===== src/rtl/instruction_fetch_unit_pkg.sv =====
// Shared IF-stage definitions: datapath width, bubble encoding and fetch FSM states.
package instruction_fetch_unit_pkg;

  localparam int unsigned XLen = 32;

  // addi x0,x0,0 -- what the IF/ID register shows whenever it holds a bubble
  localparam logic [XLen-1:0] NopInstr = 32'h0000_0013;

  typedef enum logic [1:0] {
    StFetch = 2'd0,  // request issued at PC every cycle
    StHold  = 2'd1,  // IF/ID stalled, fetched word parked in the skid buffer
    StDrain = 2'd2   // wrong-path request still outstanding, waiting to drop it
  } fetch_state_e;

  // Next sequential fetch address, wrapping at the top of the address space
  function automatic logic [XLen-1:0] seq_next(input logic [XLen-1:0] pc);
    return pc + 32'd4;
  endfunction

endpackage


===== src/rtl/instruction_fetch_unit_skid.sv =====
// One-entry {instr, pc} holding register used while IF/ID is stalled.
module fetch_skid_buffer
  import instruction_fetch_unit_pkg::*;
(
  input  logic            CLK,
  input  logic            RESET,
  input  logic            load,
  input  logic            clear,
  input  logic [XLen-1:0] load_instr,
  input  logic [XLen-1:0] load_pc,
  output logic [XLen-1:0] instr,
  output logic [XLen-1:0] pc
);

  logic [XLen-1:0] instr_q;
  logic [XLen-1:0] pc_q;

  // Capture on load; clear drops a parked word that became wrong-path
  always_ff @(posedge CLK or posedge RESET) begin
    if (RESET) begin
      instr_q <= '0;
      pc_q    <= '0;
    end else if (clear) begin
      instr_q <= '0;
      pc_q    <= '0;
    end else if (load) begin
      instr_q <= load_instr;
      pc_q    <= load_pc;
    end
  end

  assign instr = instr_q;
  assign pc    = pc_q;

endmodule


===== src/rtl/instruction_fetch_unit.sv =====
// IF stage: owns the PC, issues instruction-memory reads, fills IF/ID and honours EX redirects,
// squashing wrong-path words even when the request that fetches them cannot be aborted.
module instruction_fetch_unit
  import instruction_fetch_unit_pkg::*;
#(
  parameter logic [XLen-1:0] RESET_PC  = 32'h0000_0000,
  parameter logic [XLen-1:0] NOP_INSTR = NopInstr
) (
  input  logic            CLK,
  input  logic            RESET,
  input  logic            branch_or_jump_signal,
  input  logic [XLen-1:0] branch_jump_address,
  input  logic            stall,
  output logic            imem_read,
  output logic [XLen-1:0] imem_address,
  input  logic [XLen-1:0] imem_readdata,
  input  logic            imem_busywait,
  output logic [XLen-1:0] instr_out,
  output logic [XLen-1:0] pc_out,
  output logic [XLen-1:0] pc_plus4_out,
  output logic            valid_out
);

  fetch_state_e    state_q, state_d;
  logic [XLen-1:0] pc_q, pc_d;
  logic [XLen-1:0] pending_q, pending_d;
  logic [XLen-1:0] instr_q, instr_d;
  logic [XLen-1:0] pc_out_q, pc_out_d;
  logic [XLen-1:0] pc_plus4_q, pc_plus4_d;
  logic            valid_q, valid_d;

  logic            skid_load;
  logic            skid_clear;
  logic [XLen-1:0] skid_instr;
  logic [XLen-1:0] skid_pc;

  fetch_skid_buffer u_skid (
    .CLK        (CLK),
    .RESET      (RESET),
    .load       (skid_load),
    .clear      (skid_clear),
    .load_instr (imem_readdata),
    .load_pc    (pc_q),
    .instr      (skid_instr),
    .pc         (skid_pc)
  );

  // Request is a pure function of state; PC doubles as the (stable) fetch address
  assign imem_read    = (state_q != StHold) & ~RESET;
  assign imem_address = pc_q;

  assign instr_out    = instr_q;
  assign pc_out       = pc_out_q;
  assign pc_plus4_out = pc_plus4_q;
  assign valid_out    = valid_q;

  // Next-state, next-PC and IF/ID update; redirect beats stall beats advance
  always_comb begin
    state_d    = state_q;
    pc_d       = pc_q;
    pending_d  = pending_q;
    instr_d    = instr_q;
    pc_out_d   = pc_out_q;
    pc_plus4_d = pc_plus4_q;
    valid_d    = valid_q;
    skid_load  = 1'b0;
    skid_clear = 1'b0;

    case (state_q)
      StFetch: begin
        if (!imem_busywait) begin
          if (branch_or_jump_signal) begin
            pc_d    = branch_jump_address;
            valid_d = 1'b0;
            instr_d = NOP_INSTR;
          end else if (stall) begin
            // Word arrived but IF/ID is frozen: park it and move on
            skid_load = 1'b1;
            pc_d      = seq_next(pc_q);
            state_d   = StHold;
          end else begin
            instr_d    = imem_readdata;
            pc_out_d   = pc_q;
            pc_plus4_d = seq_next(pc_q);
            valid_d    = 1'b1;
            pc_d       = seq_next(pc_q);
          end
        end else begin
          if (branch_or_jump_signal) begin
            // The in-flight request must complete before the target can be issued
            pending_d = branch_jump_address;
            valid_d   = 1'b0;
            instr_d   = NOP_INSTR;
            state_d   = StDrain;
          end else if (!stall) begin
            valid_d = 1'b0;
            instr_d = NOP_INSTR;
          end
        end
      end

      StHold: begin
        if (branch_or_jump_signal) begin
          skid_clear = 1'b1;
          pc_d       = branch_jump_address;
          valid_d    = 1'b0;
          instr_d    = NOP_INSTR;
          state_d    = StFetch;
        end else if (!stall) begin
          instr_d    = skid_instr;
          pc_out_d   = skid_pc;
          pc_plus4_d = seq_next(skid_pc);
          valid_d    = 1'b1;
          state_d    = StFetch;
        end
      end

      StDrain: begin
        if (branch_or_jump_signal) begin
          pending_d = branch_jump_address;
        end
        if (!imem_busywait) begin
          pc_d    = branch_or_jump_signal ? branch_jump_address : pending_q;
          state_d = StFetch;
        end
      end

      default: begin
        state_d = StFetch;
      end
    endcase
  end

  // State and IF/ID registers
  always_ff @(posedge CLK or posedge RESET) begin
    if (RESET) begin
      state_q    <= StFetch;
      pc_q       <= RESET_PC;
      pending_q  <= '0;
      instr_q    <= NOP_INSTR;
      pc_out_q   <= '0;
      pc_plus4_q <= '0;
      valid_q    <= 1'b0;
    end else begin
      state_q    <= state_d;
      pc_q       <= pc_d;
      pending_q  <= pending_d;
      instr_q    <= instr_d;
      pc_out_q   <= pc_out_d;
      pc_plus4_q <= pc_plus4_d;
      valid_q    <= valid_d;
    end
  end

endmodule


===== config.mk =====
export PLATFORM = sky130hd
export DESIGN_NAME = instruction_fetch_unit
export DESIGN_NICKNAME = d
export VERILOG_FILES = /design/src/rtl/instruction_fetch_unit_pkg.sv /design/src/rtl/instruction_fetch_unit_skid.sv /design/src/rtl/instruction_fetch_unit.sv
export SDC_FILE = /design/constraint.sdc
export NUM_CORES = 1
export LEC_CHECK = 0
export CAP_MARGIN = 20
export CORE_UTILIZATION = 43
export DETAILED_ROUTE_END_ITERATION = 10
export PLACE_DENSITY_LB_ADDON = 0.12
export SLEW_MARGIN = 30
export SYNTH_ARGS = -nofsm -noshare
export SYNTH_HDL_FRONTEND = slang
export SYNTH_SLANG_ARGS = --single-unit

===== constraint.sdc =====
create_clock -name CLK -period 9 [get_ports CLK]
set_input_delay 0.9 -clock CLK [delete_from_list [all_inputs] [get_ports CLK]]
set_output_delay 0.9 -clock CLK [all_outputs]
set_load 0.005 [all_outputs]

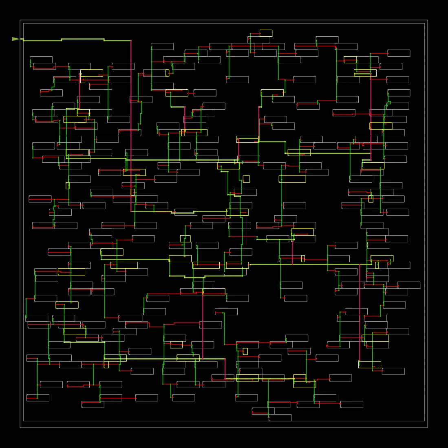
(images/clock_nets.png)
clock buffers: 38
Num Clock Sinks: 225
Clock Power: 1.16 mW
Skew-Pair Late Insertion Delay: 0.52 ns
number of sequential cells in the layout: 225

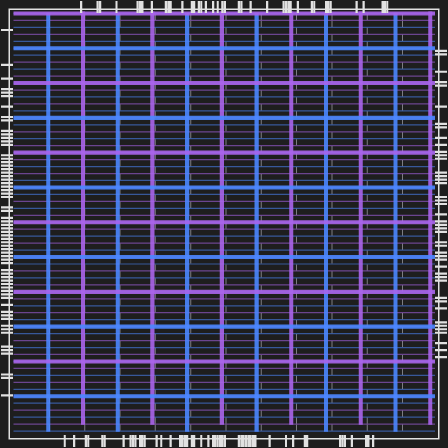
(images/floorplan.png)
Pins as bars on the die edge. Tap cells in gray.
color	net
purple	VDD
blue	VSS
met5 straps	12
met1 rails	61
rows	60
signal pins	199
tap cells	341

==> out/qor.csv <==
stage,metric,value,unit
outcome,outcome,finished clean,
worst_setup_path,critical register-to-register path startpoint,state_q[1],
power,maximum resistive drop on vdd,0.0001736,V
clocking,post_cts resized,0,
yosys,mean area per synthesized cell,9.169,um2
final_layout,cell kind with the greatest summed area,combinational gates,
final_layout,"commonest non-fill, non-tap cell in the layout",nand2_1,
yosys,xor/xnor share of the synthesized area,2.759,%
final_layout,clock distribution area overhead in the final layout,6.423,%
final_layout,top logic cells by instance count in the layout,"nand2_1, dfrtp_1, clkdlybuf4s50_1",
worst_hold_path,path class of the lowest-slack min-delay path,flop to flop,
final_layout,"Area growth, synth to finish",26.71,%
clocking,"Reg clk slew, reported paths",0.06,ns
clocking,number of H-tree levels,1,
sta,Fin Setup TNS,0,ns
detailed_routing,number of nets with antenna violations after detailed routing,0,
final_layout,final design instance area without fill,14880,um2
place,final weighted congestion in routability-driven placement,0.8674,
floorplanning,num tapcells,341,
power,internal power consumption,3.339,mW
worst_setup_path,Crit path buffers/inverters,4,
power,sw frac,37.25,%
worst_setup_path,destination of the critical timing path,u_skid.pc[0],
floorplanning,area of the chip,27980,um2
sta,worst setup margin,5.101,ns
final_layout,final standard cell count with taps included and fillers excluded,1776,
yosys,Post-Syn Nets,1355,
worst_setup_path,worst endpoint data arrival time,4.28,ns
power,proportion of power drawn by the clock network,21.8,%
yosys,post-synth tally of flip-flops with integrated enable,0,
flow_run,warning total across the stage logs,30,
yosys,Mux area share,8.735,%
power,Pwr Density,357.5,nW/um2
flow_run,reported max-cap violation count,0,
worst_setup_path,peak fanout along the critical path,43,
sta,RSZ-0062 raised after global routing,false,
place,Setup Slack @ Placement,5.142,ns
yosys,Synth top area share,47.30,%
floorplanning,Chip Height,167.3,um
yosys,number of cells produced by synthesis,1281,
clocking,clk buf depth,3,
yosys,"FA/HA/MAJ Cells, Area Fraction",0.5327,%
power,switching power total,1.982,mW
worst_setup_path,launch point of the critical path,state_q[1],
No activity file was given, so power comes from the tool's default toggle rates.
